### config.mk
export PLATFORM = sky130hd
export DESIGN_NAME = cpu_phase_sequencer
export DESIGN_NICKNAME = d
export VERILOG_FILES = /design/src/rtl/seq_pkg.sv /design/src/rtl/seq_wait_counter.sv /design/src/rtl/cpu_phase_sequencer.sv
export SDC_FILE = /design/constraint.sdc
export NUM_CORES = 1
export LEC_CHECK = 0
export ABC_AREA = 1
export CORE_MARGIN = 2
export CORE_UTILIZATION = 49
export CTS_CLUSTER_SIZE = 40
export DETAILED_ROUTE_END_ITERATION = 8
export GPL_TIMING_DRIVEN = 0
export PLACE_DENSITY = 0.83
export SETUP_SLACK_MARGIN = 0.5
export SLEW_MARGIN = 20
export SYNTH_ARGS = -nofsm -noshare
export SYNTH_HDL_FRONTEND = slang
export SYNTH_SLANG_ARGS = --single-unit
### constraint.sdc
create_clock -name clk -period 1.5 [get_ports clk]
set_input_delay 0.3 -clock clk [delete_from_list [all_inputs] [get_ports clk]]
set_output_delay 0.3 -clock clk [all_outputs]
set_load 0.01 [all_outputs]
### src/rtl/seq_pkg.sv
// rtl/seq_pkg.sv - shared state encoding, opcode constants and field widths for the phase sequencer
package seq_pkg;

    localparam int OPC_W  = 5;
    localparam int WAIT_W = 4;

    localparam logic [OPC_W-1:0] OP_STP = 5'b00000;
    localparam logic [OPC_W-1:0] OP_MLR = 5'b01001;

    typedef enum logic [2:0] {
        ST_IDLE  = 3'd0,
        ST_FE    = 3'd1,
        ST_E1    = 3'd2,
        ST_MULW  = 3'd3,
        ST_E2    = 3'd4,
`ifdef SEQ_SINGLE_STEP_EN
        ST_PAUSE = 3'd6,
`endif
        ST_HALT  = 3'd5
    } seq_state_t;

endpackage

### src/rtl/seq_wait_counter.sv
// rtl/seq_wait_counter.sv - loadable down-counter timing the multiplier wait state
module seq_wait_counter
    import seq_pkg::*;
(
    input  logic              clk,
    input  logic              rst_n,
    input  logic              load,
    input  logic [WAIT_W-1:0] value,
    output logic              zero
);

    logic [WAIT_W-1:0] count_q;

    // Saturates at zero so an idle counter never wraps back into a wait.
    always_ff @(posedge clk) begin
        if (!rst_n) begin
            count_q <= '0;
        end else if (load) begin
            count_q <= value;
        end else if (count_q != '0) begin
            count_q <= count_q - WAIT_W'(1);
        end
    end

    assign zero = (count_q == '0);

endmodule

### src/rtl/cpu_phase_sequencer.sv
// rtl/cpu_phase_sequencer.sv - fe/e1/e2 phase sequencer with mlr wait, stp halt and retire counter; SEQ_SINGLE_STEP_EN adds single-step
module cpu_phase_sequencer
    import seq_pkg::*;
#(
    parameter int MUL_LAT = 2,
    parameter int ICNT_W  = 16
) (
    input  logic              clk,
    input  logic              rst_n,
    input  logic              run,
    input  logic [OPC_W-1:0]  opcode,
    input  logic              extra1,
`ifdef SEQ_SINGLE_STEP_EN
    input  logic              step_mode,
    input  logic              step,
`endif
    output logic              fe,
    output logic              e1,
    output logic              e2,
    output logic              mul_start,
    output logic              halted,
    output logic              busy,
    output logic [ICNT_W-1:0] icnt
);

    localparam logic [WAIT_W-1:0] WAIT_INIT = (MUL_LAT > 0) ? WAIT_W'(MUL_LAT - 1) : '0;

    seq_state_t        state_q;
    seq_state_t        state_d;
    seq_state_t        retire_state;
    logic              retire;
    logic              wait_load;
    logic              wait_zero;
    logic [ICNT_W-1:0] icnt_q;
    logic              is_mlr;

    assign is_mlr = (opcode == OP_MLR) && extra1;

    seq_wait_counter u_wait (
        .clk   (clk),
        .rst_n (rst_n),
        .load  (wait_load),
        .value (WAIT_INIT),
        .zero  (wait_zero)
    );

    always_ff @(posedge clk) begin
        if (!rst_n) begin
            state_q <= ST_IDLE;
            icnt_q  <= '0;
        end else begin
            state_q <= state_d;
            if (retire) begin
                icnt_q <= icnt_q + ICNT_W'(1);
            end
        end
    end

    always_comb begin
        state_d   = state_q;
        wait_load = 1'b0;
        retire    = 1'b0;
`ifdef SEQ_SINGLE_STEP_EN
        retire_state = step_mode ? ST_PAUSE : ST_FE;
`else
        retire_state = ST_FE;
`endif
        case (state_q)
            ST_IDLE: if (run) state_d = ST_FE;
            ST_FE:   state_d = ST_E1;
            ST_E1: begin
                if (opcode == OP_STP) begin
                    state_d = ST_HALT;
                end else if (is_mlr && (MUL_LAT > 0)) begin
                    state_d   = ST_MULW;
                    wait_load = 1'b1;
                end else if (extra1) begin
                    state_d = ST_E2;
                end else begin
                    state_d = retire_state;
                    retire  = 1'b1;
                end
            end
            ST_MULW: if (wait_zero) state_d = ST_E2;
            ST_E2: begin
                state_d = retire_state;
                retire  = 1'b1;
            end
            ST_HALT: state_d = ST_HALT;
`ifdef SEQ_SINGLE_STEP_EN
            ST_PAUSE: if (step || !step_mode) state_d = ST_FE;
`endif
            default: state_d = ST_IDLE;
        endcase
    end

    assign fe        = (state_q == ST_FE);
    assign e1        = (state_q == ST_E1);
    assign e2        = (state_q == ST_E2);
    assign mul_start = e1 && is_mlr;
    assign halted    = (state_q == ST_HALT);
    assign busy      = (state_q != ST_IDLE) && (state_q != ST_HALT);
    assign icnt      = icnt_q;

endmodule
**Run 1: logic cells by family**

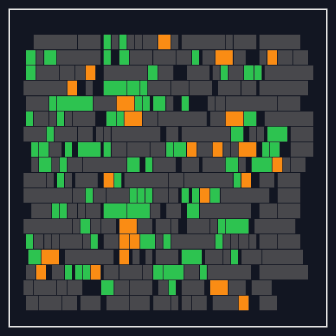
[aoi and oai cells] orange | cells: 24 | most used: a21oi_1
[nand cells] green | cells: 78 | most used: nand2_1
Final Non-Filler Cells: 302
top logic cell by instance count in the layout: nand2_1
Comb area share: 0.409

**Run 1: M2 wires**

Cells faint in the background.
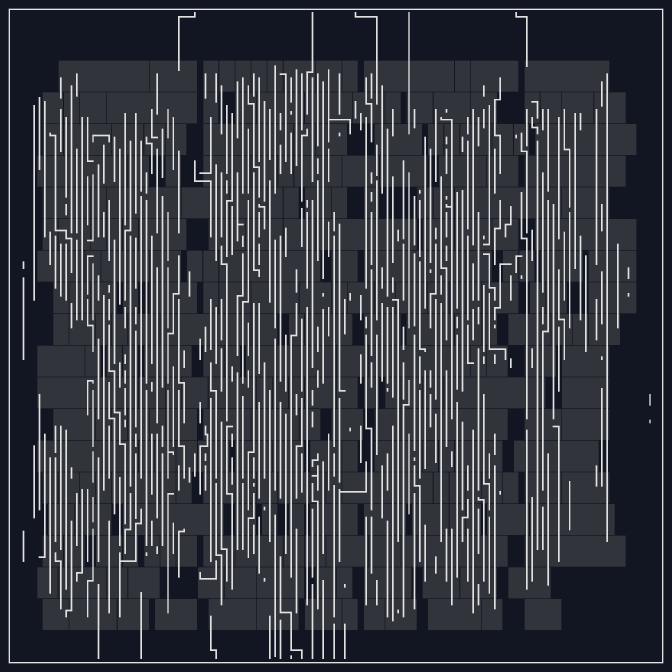
wire length on this layer: 2,740 um
nets with wire on the layer: 260
share of all routed wire: 48%
total vias in the final route: 1,838
GRT met2 Usage: 0.508
DRT Wirelength: 5.66 mm

==> GITHUB_STEP_SUMMARY, run 1 <==
### Metrics collected by this job

| Metric | Value |
|---|---|
| Outcome | complete, but fails checks |
| Failing checks | negative setup slack |
| CP Capture Type | register |
| Final period util | 1.06 |
| Top Consumer | combinational logic |
| Yosys stat chip area | 1330 sq um |
| Die ar. | 3140 sq um |
| Invs w/o clock | 23 |
| Power density over the cells | 901 nW/um^2 |
| Global-route wire length before repair | 7.25 mm |
| CP startpoint | state_q[0]$_SDFFE_PN0P_ |
| Yosys simple share | 0.415 |
| Post-CTS Hold Fix Bufs | 0 |
| Hold Path Origin | u_wait.count_q[1]$_SDFFE_PP0P_ |
| DP Wirelength | 2.36 mm |
| Post_cts resized | 168 |
| Ports | 31 |
| Met1 Use GR | 0.343 |
| Met1 Wirelength | 2.00 mm |
| Seq/Total Area, Yosys | 0.347 |
| Fin crit period | 1.59 ns |
| Setup ws final | -0.0881 ns |
| P_int | 1.21 mW |
| Final setup violation count | 5 |
| Worst EP arrival | 1.85 ns |
| Comb_multi_in | 151 |
| GRT Max-Usage Layer | met2 |
| Reg2Reg Launch Point | state_q[0]$_SDFFE_PN0P_ |
| Mapped Area | 1330 sq um |
| Cell type taking the most area | logic gates |
| Commonest cells in the netlist | nand2_1 (51), nor2_1 (28), dfxtp_1 (23) |
| Cell Rows | 18 |
| Top_reg_cell synth | dfxtp_1 |
| Share of cells above drive strength 1 | 0.526 |
| Yosys warns | 0 |
| ClkCell Share | 0.0123 |
| Max VDD drop | 1.15 mV |
**Run 1: clock network drawn from the DEF**

The bar under the picture is 20 um long.
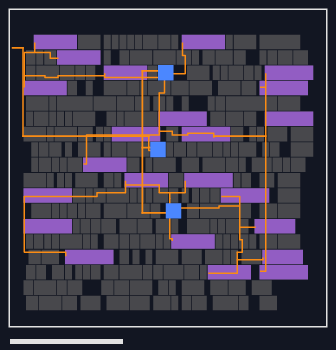
[clock wires] orange | length: 327 um
[clock drivers] blue | count: 3
[flip-flops] purple | count: 23
routed clock nets: 4
flops lie: widely spread
Layout Skew: 0.0150 ns
Clock group: 0.326 mW
Clk pwr share: 0.161
worst skew pair latency: 0.34 ns

**Run 1: placed standard cells**

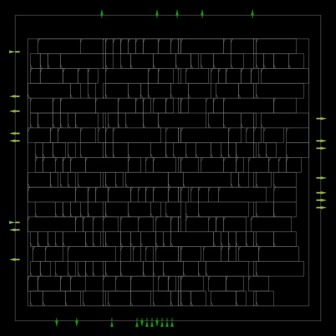
final core occ: 0.888
flop count: 23
tap cells: 30

## run 1: metrics by stage
stage / instances / setup TNS (ns) / util / area, sq um
3_5_place_dp: 260 / -2.38 / 0.692 / 1750
2_1_floorplan: 200 / 0 / - / 1410
3_3_place_gp: 260 / -1.84 / 0.692 / 1750
6_report: 302 / -0.218 / 0.888 / 2240
5_1_grt: 302 / -0.435 / 0.888 / 2240
4_1_cts: 299 / -0.0419 / 0.854 / 2150
## run 1: worst max-delay path, stage by stage, from the launching register on
cell	delay, ns
dfxtp_4	0.40
inv_4	0.07
nand3_4	0.09
buf_4	0.16
nor2_4	0.09
nand2_2	0.08
nand2_4	0.15
buf_6	0.12
buf_6	0.12
a21oi_2	0.05
nor2_1	0.20
## run 1: flip-flops by register name, summed over array words and instances, names as in the netlist
signal	count
icnt	16
state_q	3
u_wait.count_q	4
==> inputs of run 2 (changes only) <==
--- a/config.mk
+++ b/config.mk
@@ -7,11 +7,11 @@
 export LEC_CHECK = 0
 export ABC_AREA = 1
 export CORE_MARGIN = 2
-export CORE_UTILIZATION = 49
+export CORE_UTILIZATION = 50
 export CTS_CLUSTER_SIZE = 40
 export DETAILED_ROUTE_END_ITERATION = 8
 export GPL_TIMING_DRIVEN = 0
-export PLACE_DENSITY = 0.83
+export PLACE_DENSITY = 0.84
 export SETUP_SLACK_MARGIN = 0.5
 export SLEW_MARGIN = 20
 export SYNTH_ARGS = -nofsm -noshare
==> constraint.sdc (replaced) <==
create_clock -name clk -period 1.9 [get_ports clk]
set_input_delay 0.38 -clock clk [delete_from_list [all_inputs] [get_ports clk]]
set_output_delay 0.38 -clock clk [all_outputs]
set_load 0.01 [all_outputs]
**Run 2: cells colored by class**

The bar under the picture is 20 um long.
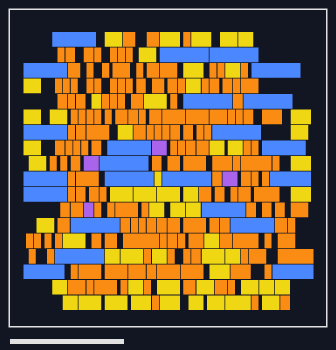
[remaining buffers and delay cells] yellow | cells: 56 | share of their area: 25%
[combinational and other logic] orange | cells: 175 | share of their area: 48%
[sequential cells] blue | cells: 23 | share of their area: 26%
[clock drivers and dummy loads] purple | cells: 4 | share of their area: 1.4%
post-route cell area: 2050 sq um
Cell Rows: 18
register share of the cell area: 0.251

==> GITHUB_STEP_SUMMARY, run 2 <==
### Metrics collected by this job

| Metric | Value |
|---|---|
| Final TNS setup | 0 ns (was -0.218 ns) |
| Post-layout nets | 271 (was 285) |
| Yosys reg bits | 23 (unchanged) |
| Top logic cell by instance count in the layout | nand2_1 (unchanged) |
| Synth Net Count | 212 (unchanged) |
| Number of clock buffers in the layout | 3 (unchanged) |
| CP Depth | 5 (was 10) |
| Layout Skew | 0.0256 ns (was 0.0150 ns) |
| Worst EP arrival | 1.23 ns (was 1.85 ns) |
| Mean post-synth cell area | 6.63 sq um (unchanged) |
| Seq/Total Area, Yosys | 0.347 (unchanged) |
| Initial antenna violation count | 0 (unchanged) |
| Fmax | 0.621 GHz |
| Initial Util | 0.530 (was 0.525) |
| Fin crit period | 1.61 ns |
| Synthesized-area fraction occupied by adder cells | 0.0283 (unchanged) |
| Post-DP Area | 1660 sq um (was 1750 sq um) |
| Synth top cell by count | nand2_1 (unchanged) |
| CP Capture Type | output port (was register) |
| Reg power frac | 0.416 (was 0.379) |
| Invs w/o clock | 23 (unchanged) |
| Die width | 55.5 um (was 56 um) |
| DRT Wirelength | 4.18 mm (was 5.66 mm) |
| Final period util | 0.847 |
| Worst reg2reg path depth | 8 (was 10) |
| Die ar. | 3080 sq um (was 3140 sq um) |
| Crit path max fanout | 2 (was 8) |
| Area fraction in mux cells | 0 (unchanged) |
| Reg2Reg Launch Point | state_q[2]$_SDFFE_PN0P_ (was state_q[0]$_SDFFE_PN0P_) |
| Critical path buffer and inverter count | 3 (was 4) |
| Reg clk slew, reported paths | 0.15 ns (was 0.16 ns) |
| Ports | 31 (unchanged) |
| DP Wirelength | 2.16 mm (was 2.36 mm) |
| Largest register FFs | 16 (unchanged) |
| Max VDD drop | 0.724 mV (was 1.15 mV) |
| Comb. pwr | 0.596 mW (was 0.928 mW) |
| Outcome | completed (was complete, but fails checks) |
| Top Consumer | combinational logic (unchanged) |
| TritonRoute pass-1 iters | 4 (was 5) |
| Register area | 513 sq um (was 517 sq um) |
| Clk pwr share | 0.166 (was 0.161) |
| Kind of cell adding the most delay to the critical path | buffers and inverters (was simple AND/OR/NAND/NOR gates) |
| Die Y | 55.5 um (was 56 um) |
| Crit-path cells | clkdlybuf4s50_1 -> inv_2 -> nand3_2 -> nor2_4 -> buf_6 (was inv_4 -> nand3_4 -> buf_4 -> nor2_4 -> nand2_2 -> nand2_4 -> buf_6 -> buf_6 -> a21oi_2 -> nor2_1) |
| Top_reg_cell synth | dfxtp_1 (unchanged) |
| Slowest-stage cell, CP | clkdlybuf4s50_1 (was dfxtp_4) |
| Comb_multi_in | 152 (was 151) |
| Final setup violation count | 0 (was 5) |
| CP startpoint | opcode[2] (was state_q[0]$_SDFFE_PN0P_) |
| Global-route wire length before repair | 5.82 mm (was 7.25 mm) |
| Hold_ws | 0.499 ns (was 0.511 ns) |
| Comb area share | 0.425 (was 0.409) |
| Hold Path Origin | icnt[0]$_SDFFE_PN0P_ (was u_wait.count_q[1]$_SDFFE_PP0P_) |
| Yosys simple share | 0.415 (unchanged) |
| Mapped Area | 1330 sq um (unchanged) |
| Buffers, non-clock | 56 (was 71) |
| Tap cells | 30 (unchanged) |
| Port Buffers | 30 (unchanged) |
| Non-clock buffer share | 0.243 (was 0.287) |
| Total track usage | 0.231 (was 0.290) |
| Flop count | 23 (unchanged) |
| Unrepaired setup endpoints after global routing | yes (unchanged) |
| CP max stage delay | 0.41 ns (was 0.40 ns) |
| Ys async rst share | 0 (unchanged) |
| Cell type taking the most area | logic gates (unchanged) |
| Clock group | 0.236 mW (was 0.326 mW) |
| Top non-seq family | simple AND/OR/NAND/NOR gates (unchanged) |
| P_int | 0.886 mW (was 1.21 mW) |
| Share of cells above drive strength 1 | 0.364 (was 0.526) |
| Worst skew pair latency | 0.33 ns (was 0.34 ns) |
| ClkCell Share | 0.0135 (was 0.0123) |
| Yosys stat chip area | 1330 sq um (unchanged) |
| Seq pwr | 0.594 mW (was 0.764 mW) |
| Commonest cells in the netlist | nand2_1 (51), nor2_1 (28), dfxtp_1 (23) (unchanged) |
| Max Cap Viol | 0 (unchanged) |
| Power density over the cells | 697 nW/um^2 (was 901 nW/um^2) |
| CTS buffer count | 3 (unchanged) |
| Post-placement cell count | 260 (unchanged) |
| Top area contributor share | 0.347 (unchanged) |
| Top cells by area | dfxtp_1 (35%), nand2_1 (14%), nor2_1 (7.9%) (unchanged) |
| Worst slack, placed | -0.301 ns (was -0.538 ns) |
| Vias per cell | 5.62 (was 6.09) |
| Number of global-route vias before repair | 1,358 (was 1,644) |
| Crit Path Category | input port to output port (was register to register) |
| N_diodes | 0 (unchanged) |
| Setup ws final | 0.291 ns (was -0.0881 ns) |
| Yosys warns | 0 (unchanged) |
| Switching Power | 0.540 mW (was 0.805 mW) |
| Overall power | 1.43 mW (was 2.02 mW) |
| Total vias in the final route | 1,619 (was 1,838) |
**Run 2: placed standard cells**

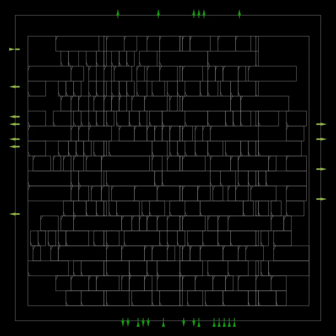
final core occ: 0.818
Final Non-Filler Cells: 288
core area: 2500 sq um
Fillers: 151

[run 2: cell types whose count changed in the layout (fill, tap and decap cells not counted), sizes merged]
cell,before,now
nand2,55,56
clkdlybuf4s50,2,3
dlygate4sd2,1,14
clkdlybuf4s15,1,6
dlymetal6s2s,0,1
clkbuf,5,4
buf,65,31
[run 2: layer usage]
metal,wire [um],track usage,vias to the layer above
li1,-,-,763
met1,1760,0.296,764
met2,2030,0.400,78
met3,262,0.0492,14
met4,123,0.0418,0
met5,0,0,-
[run 2: timing repair]
item                       in CTS  in global routing
setup endpoints to repair      24                 37
cloned                          3                  0
setup buffers                  12                  9
pin swaps                       9                  8
gates resized                  97                 36
hold buffers                    0                  0
No activity file was given, so power comes from the tool's default toggle rates.
